<file path="src/rtl/lsu_pkg.sv">
// Shared encodings for the memory-stage load/store unit: access-size codes, FSM states, bus widths.
package lsu_pkg;
    localparam int DATA_WIDTH = 32;
    localparam int BE_W       = 4;

    localparam logic [2:0] F3_LB  = 3'b000;
    localparam logic [2:0] F3_LH  = 3'b001;
    localparam logic [2:0] F3_LW  = 3'b010;
    localparam logic [2:0] F3_LBU = 3'b100;
    localparam logic [2:0] F3_LHU = 3'b101;
    localparam logic [2:0] F3_SB  = 3'b000;
    localparam logic [2:0] F3_SH  = 3'b001;
    localparam logic [2:0] F3_SW  = 3'b010;

    typedef enum logic {S_RUN, S_WAIT} lsu_state_t;
endpackage

</file>
<file path="src/rtl/mem_load_ext.sv">
// Load alignment and sign/zero extension; purely combinational, no backpressure.
module mem_load_ext
    import lsu_pkg::*;
(
    input  logic [DATA_WIDTH-1:0] rdata,
    input  logic [1:0]            offs,
    input  logic [2:0]            funct3,
    output logic [DATA_WIDTH-1:0] data
);
    logic [7:0]  byte_sel;
    logic [15:0] half_sel;

    always_comb begin
        case (offs)
            2'd0:    byte_sel = rdata[7:0];
            2'd1:    byte_sel = rdata[15:8];
            2'd2:    byte_sel = rdata[23:16];
            default: byte_sel = rdata[31:24];
        endcase
        half_sel = offs[1] ? rdata[31:16] : rdata[15:0];
    end

    // Unlisted encodings fall through to a full-word load.
    always_comb begin
        case (funct3)
            F3_LB:   data = {{24{byte_sel[7]}}, byte_sel};
            F3_LBU:  data = {24'd0, byte_sel};
            F3_LH:   data = {{16{half_sel[15]}}, half_sel};
            F3_LHU:  data = {16'd0, half_sel};
            default: data = rdata;
        endcase
    end
endmodule

</file>
<file path="src/rtl/mem_stage_lsu.sv">
// MEM pipeline stage: EXE/MEM and MEM/WB registers, data-memory req/ack access, one cycle per instruction at zero wait.
// Stalls upstream while a request is unacked; optional MEM_MISALIGN_CHK_EN flags misaligned accesses instead of issuing them.
module mem_stage_lsu
    import lsu_pkg::*;
#(
    parameter int DATA_W = DATA_WIDTH,
    parameter int CNT_W  = 16
) (
    input  logic              clk,
    input  logic              rst,
    input  logic              exe_valid,
    input  logic              EXE_MEM_DM_read,
    input  logic              EXE_MEM_DM_write,
    input  logic              EXE_MEM_rd_sel,
    input  logic              EXE_MEM_reg_write,
    input  logic [DATA_W-1:0] ALU_o,
    input  logic [DATA_W-1:0] Mux3_ALU,
    input  logic [2:0]        EXE_MEM_function_3,
    input  logic [4:0]        EXE_MEM_rd_addr,
    output logic              stall_o,
    output logic              dm_req,
    output logic              dm_we,
    output logic [DATA_W-1:0] dm_addr,
    output logic [BE_W-1:0]   dm_be,
    output logic [DATA_W-1:0] dm_wdata,
    input  logic [DATA_W-1:0] dm_rdata,
    input  logic              dm_ack,
    output logic [DATA_W-1:0] MEM_rd_data,
    output logic [4:0]        MEM_rd_addr,
    output logic              MEM_reg_write,
    output logic              WB_valid,
    output logic              WB_reg_write,
    output logic [4:0]        WB_rd_addr,
    output logic [DATA_W-1:0] WB_rd_data,
    output logic [CNT_W-1:0]  stall_cnt
`ifdef MEM_MISALIGN_CHK_EN
    ,
    output logic              misalign_o
`endif
);
    logic              ex_valid, ex_read, ex_write, ex_rd_sel, ex_reg_write;
    logic [DATA_W-1:0] ex_alu, ex_sdata;
    logic [2:0]        ex_f3;
    logic [4:0]        ex_rd;
    lsu_state_t        state, state_nxt;
    logic              access, misal, mem_op, misal_q;
    logic [BE_W-1:0]   be;
    logic [DATA_W-1:0] wdata, load_data;

    always_ff @(posedge clk or posedge rst) begin
        if (rst) begin
            ex_valid     <= 1'b0;
            ex_read      <= 1'b0;
            ex_write     <= 1'b0;
            ex_rd_sel    <= 1'b0;
            ex_reg_write <= 1'b0;
            ex_alu       <= '0;
            ex_sdata     <= '0;
            ex_f3        <= '0;
            ex_rd        <= '0;
        end else if (!stall_o) begin
            ex_valid     <= exe_valid;
            ex_read      <= EXE_MEM_DM_read;
            ex_write     <= EXE_MEM_DM_write;
            ex_rd_sel    <= EXE_MEM_rd_sel;
            ex_reg_write <= EXE_MEM_reg_write;
            ex_alu       <= ALU_o;
            ex_sdata     <= Mux3_ALU;
            ex_f3        <= EXE_MEM_function_3;
            ex_rd        <= EXE_MEM_rd_addr;
        end
    end

    assign access = ex_valid & (ex_read | ex_write);

`ifdef MEM_MISALIGN_CHK_EN
    assign misal = access & ((((ex_f3 == F3_LH) || (ex_f3 == F3_LHU)) & ex_alu[0])
                           | ((ex_f3 == F3_LW) & (ex_alu[1:0] != 2'b00)));
`else
    assign misal = 1'b0;
`endif

    assign mem_op = access & ~misal;

    // Stores take priority if both read and write are flagged.
    always_comb begin
        be    = '1;
        wdata = ex_sdata;
        if (ex_write) begin
            case (ex_f3)
                F3_SB: begin
                    be    = BE_W'(1) << ex_alu[1:0];
                    wdata = {4{ex_sdata[7:0]}};
                end
                F3_SH: begin
                    be    = ex_alu[1] ? 4'b1100 : 4'b0011;
                    wdata = {2{ex_sdata[15:0]}};
                end
                default: be = '1;
            endcase
        end
    end

    mem_load_ext u_load_ext (
        .rdata  (dm_rdata),
        .offs   (ex_alu[1:0]),
        .funct3 (ex_f3),
        .data   (load_data)
    );

    always_ff @(posedge clk or posedge rst) begin
        if (rst) state <= S_RUN;
        else     state <= state_nxt;
    end

    always_comb begin
        state_nxt = state;
        case (state)
            S_RUN:   if (mem_op && !dm_ack) state_nxt = S_WAIT;
            S_WAIT:  if (dm_ack || !mem_op) state_nxt = S_RUN;
            default: state_nxt = S_RUN;
        endcase
    end

    // Request fields come straight from EXE/MEM, which is frozen while waiting, so they stay stable until ack.
    always_comb begin
        dm_req   = mem_op;
        dm_we    = mem_op & ex_write;
        dm_be    = mem_op ? be : '0;
        dm_wdata = (mem_op & ex_write) ? wdata : '0;
        dm_addr  = {ex_alu[DATA_W-1:2], 2'b00};
        stall_o  = mem_op & ~dm_ack;
    end

    assign MEM_rd_data   = ex_alu;
    assign MEM_rd_addr   = ex_rd;
    assign MEM_reg_write = ex_valid & ex_reg_write;

    always_ff @(posedge clk or posedge rst) begin
        if (rst) begin
            WB_valid     <= 1'b0;
            WB_reg_write <= 1'b0;
            WB_rd_addr   <= '0;
            WB_rd_data   <= '0;
            misal_q      <= 1'b0;
        end else if (!stall_o) begin
            WB_valid     <= ex_valid;
            WB_reg_write <= ex_valid & ex_reg_write & ~ex_write & ~misal;
            WB_rd_addr   <= ex_rd;
            WB_rd_data   <= ex_rd_sel ? load_data : ex_alu;
            misal_q      <= misal;
        end else begin
            WB_valid     <= 1'b0;
            WB_reg_write <= 1'b0;
            misal_q      <= 1'b0;
        end
    end

    always_ff @(posedge clk or posedge rst) begin
        if (rst)                          stall_cnt <= '0;
        else if (stall_o && stall_cnt != '1) stall_cnt <= stall_cnt + CNT_W'(1);
    end

`ifdef MEM_MISALIGN_CHK_EN
    assign misalign_o = misal_q;
`else
    logic unused_misal;
    assign unused_misal = misal_q;
`endif
endmodule

</file>
<file path="config.mk">
export PLATFORM = sky130hd
export DESIGN_NAME = mem_stage_lsu
export DESIGN_NICKNAME = d
export VERILOG_FILES = /design/src/rtl/lsu_pkg.sv /design/src/rtl/mem_load_ext.sv /design/src/rtl/mem_stage_lsu.sv
export SDC_FILE = /design/constraint.sdc
export NUM_CORES = 1
export LEC_CHECK = 0
export ABC_AREA = 1
export CAP_MARGIN = 20
export CORE_MARGIN = 1.5
export CORE_UTILIZATION = 45
export DETAILED_ROUTE_END_ITERATION = 7
export HOLD_SLACK_MARGIN = 0.02
export PLACE_DENSITY_LB_ADDON = 0.12
export SLEW_MARGIN = 0
export SYNTH_ARGS = -nofsm -noshare
export SYNTH_HDL_FRONTEND = slang
export SYNTH_SLANG_ARGS = --single-unit
export TNS_END_PERCENT = 10
</file>
<file path="constraint.sdc">
create_clock -name clk -period 13.45 [get_ports clk]
set_clock_uncertainty 0.05 [all_clocks]
set_input_delay 2.0175 -clock clk [delete_from_list [all_inputs] [get_ports clk]]
set_output_delay 2.0175 -clock clk [all_outputs]
set_load 0.005 [all_outputs]
</file>
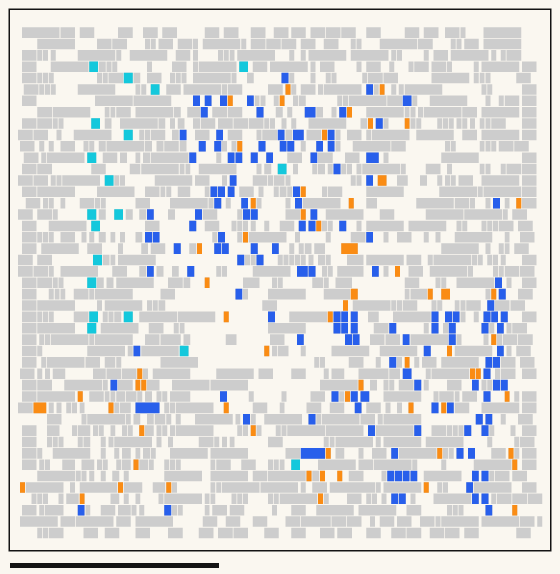
Figure 1: selected gate families.
The bar under the picture is 50 µm long.
inverters: in orange, cells 63, where widely spread. inverting AOI/OAI gates: in blue, cells 142. AND and OR gates: in cyan, cells 19.

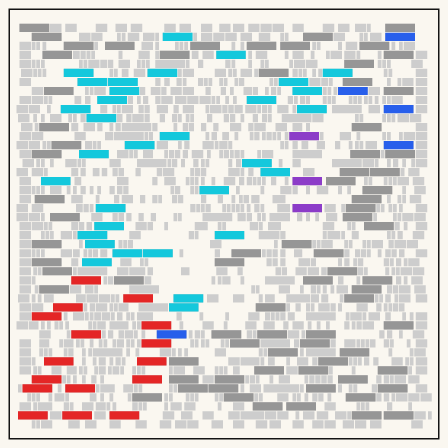
Figure 2: sequential cells coloured by netlist name.
WB_rd_data: in cyan, sequential cells 32. stall_cnt: in red, sequential cells 16, where lower left. ex_f3: in purple, sequential cells 3. MEM_rd_addr: in blue, sequential cells 5.
Another 76 sequential cells are not coloured.

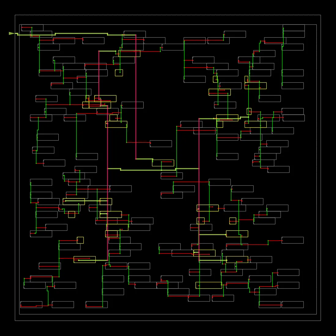
Figure 3: the clock network.
Clock Power: 0.000440 W
Clk Latency, worst-skew pair: 420 ps
seq_cells: 132

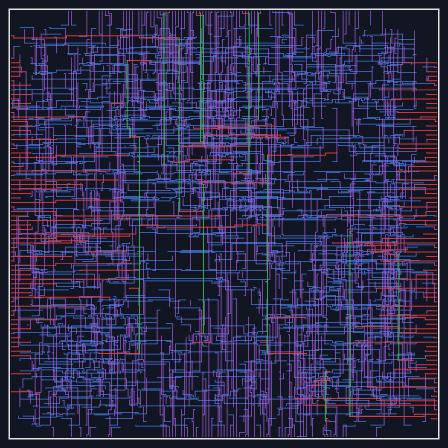
Figure 4: signal wires by layer.
met1: in blue, wire length 9160 µm. met4: in green, wire length 552 µm. met2: in purple, wire length 9780 µm. met3: in red, wire length 1840 µm.

==> results.yml <==
# implementation run metrics
outcome:
  status: "completed"
finish:
  comb_cells: 678
  post-route-cell-area_um2: 10200
  nNetsFinal: 1283
  buffer_area_frac: 0.271
  clock_buffers: 21
  fin_cells: 1394
  seq_area_um2: 3300
  comb_area_um2: 3070
  num_antenna_cells: 0
  comb_share: 0.300
yosys:
  avgSynthCellArea_um2: 7.53
  synthFlopType: "dfrtp_1"
  synth_area_um2: 7160
  yosysMostFrequentCell: "nand2_1"
  yosys.area_share.xor_xnor: 0.0122
  async_flop_share: 1.00
  ys_sh_adder: 0.00175
  synthTopLogicFamily: "simple AND/OR/NAND/NOR gates"
  yosys.area.top_type_share: 0.461
  aoi_share: 0.104
  area_leaders: "dfrtp_1, nand2_1, o21ai_0"
  synth_flops: 132
pwr:
  pwr-share-seq: 0.382
  net-switching-power_w: 0.000399
  powerDensity_nw_per_um2: 129
  p_sw_frac: 0.303
  comb-power_w: 0.000374
  finalPower_w: 0.00132
  power_frac_clock: 0.334
  p_seq_w: 0.000503
routing:
  wl_met1_mm: 9.16
  drtIter0Drc: 399
  route.met2.wl_mm: 9.78
  routed_via_density: 4.88
  top_layer: "met4"
final_timing:
  period_needed_ps: 5640
  rsz0062_at_grt: "no"
  drv_slew: 0
  min_period_over_period: 0.419
  setup_viol: 0
  fin_tns_setup_ps: 0
  max_freq_mhz: 177
cts:
  hold_buffers: 0
  cts_buffers: 17
  cts.clk_slew.worst_paths_ps: 60
  cts_max_level: 4
  clkSinkCount: 132
  post_cts_resized: 0
  cts.root.buffer_cell: "clkbuf_16"
  cts_buffer_depth: 2
global_routing:
  grt-ovfl-total: 0
  grt_pass1_vias: 6462
  grt_use_met2: 0.417
  use_met1: 0.332
  grt.busiest_layer: "met2"
  grt_max_degree: 91
  grtUsageMet3: 0.0784
  grt_usage: 0.260
critical_path:
  worst-endpoint-arrival_ps: 3570
  r2r_cells: 7
  path_class: "input pin to output pin"
  cp_top_family: "buffers and inverters"
  path_cells: "clkdlybuf4s50_1 -> nor2_8 -> clkdlybuf4s50_1"
  critPathRequiredTime_ps: 11380
  cp_common_cell: "clkdlybuf4s50_1"
  r2r_end: "WB_rd_data[7]"
  cpMaxStageDelayCell: "clkdlybuf4s50_1"
  r2r-start: "ex_write"
floorplanning:
  io_pins: 276
  rows: 45
  nWellTaps: 211
  dieArea_um2: 16700
  die_w_um: 129
  core_um2: 15400
  die_height_um: 129
  fp_util: 0.466
flow_run:
  drv_cap: 0
  tool_warnings: 26
hold_path:
  min-delay-start: "ex_sdata[21]"
  holdPathStages: 2
  holdPathEnd: "ex_sdata[21]"
placement:
  dp_cells: 1362
  post-place-ws_ps: 7790
  io_buffers: 273
Power figures rest on the tool's default switching activity, not on a simulated workload.
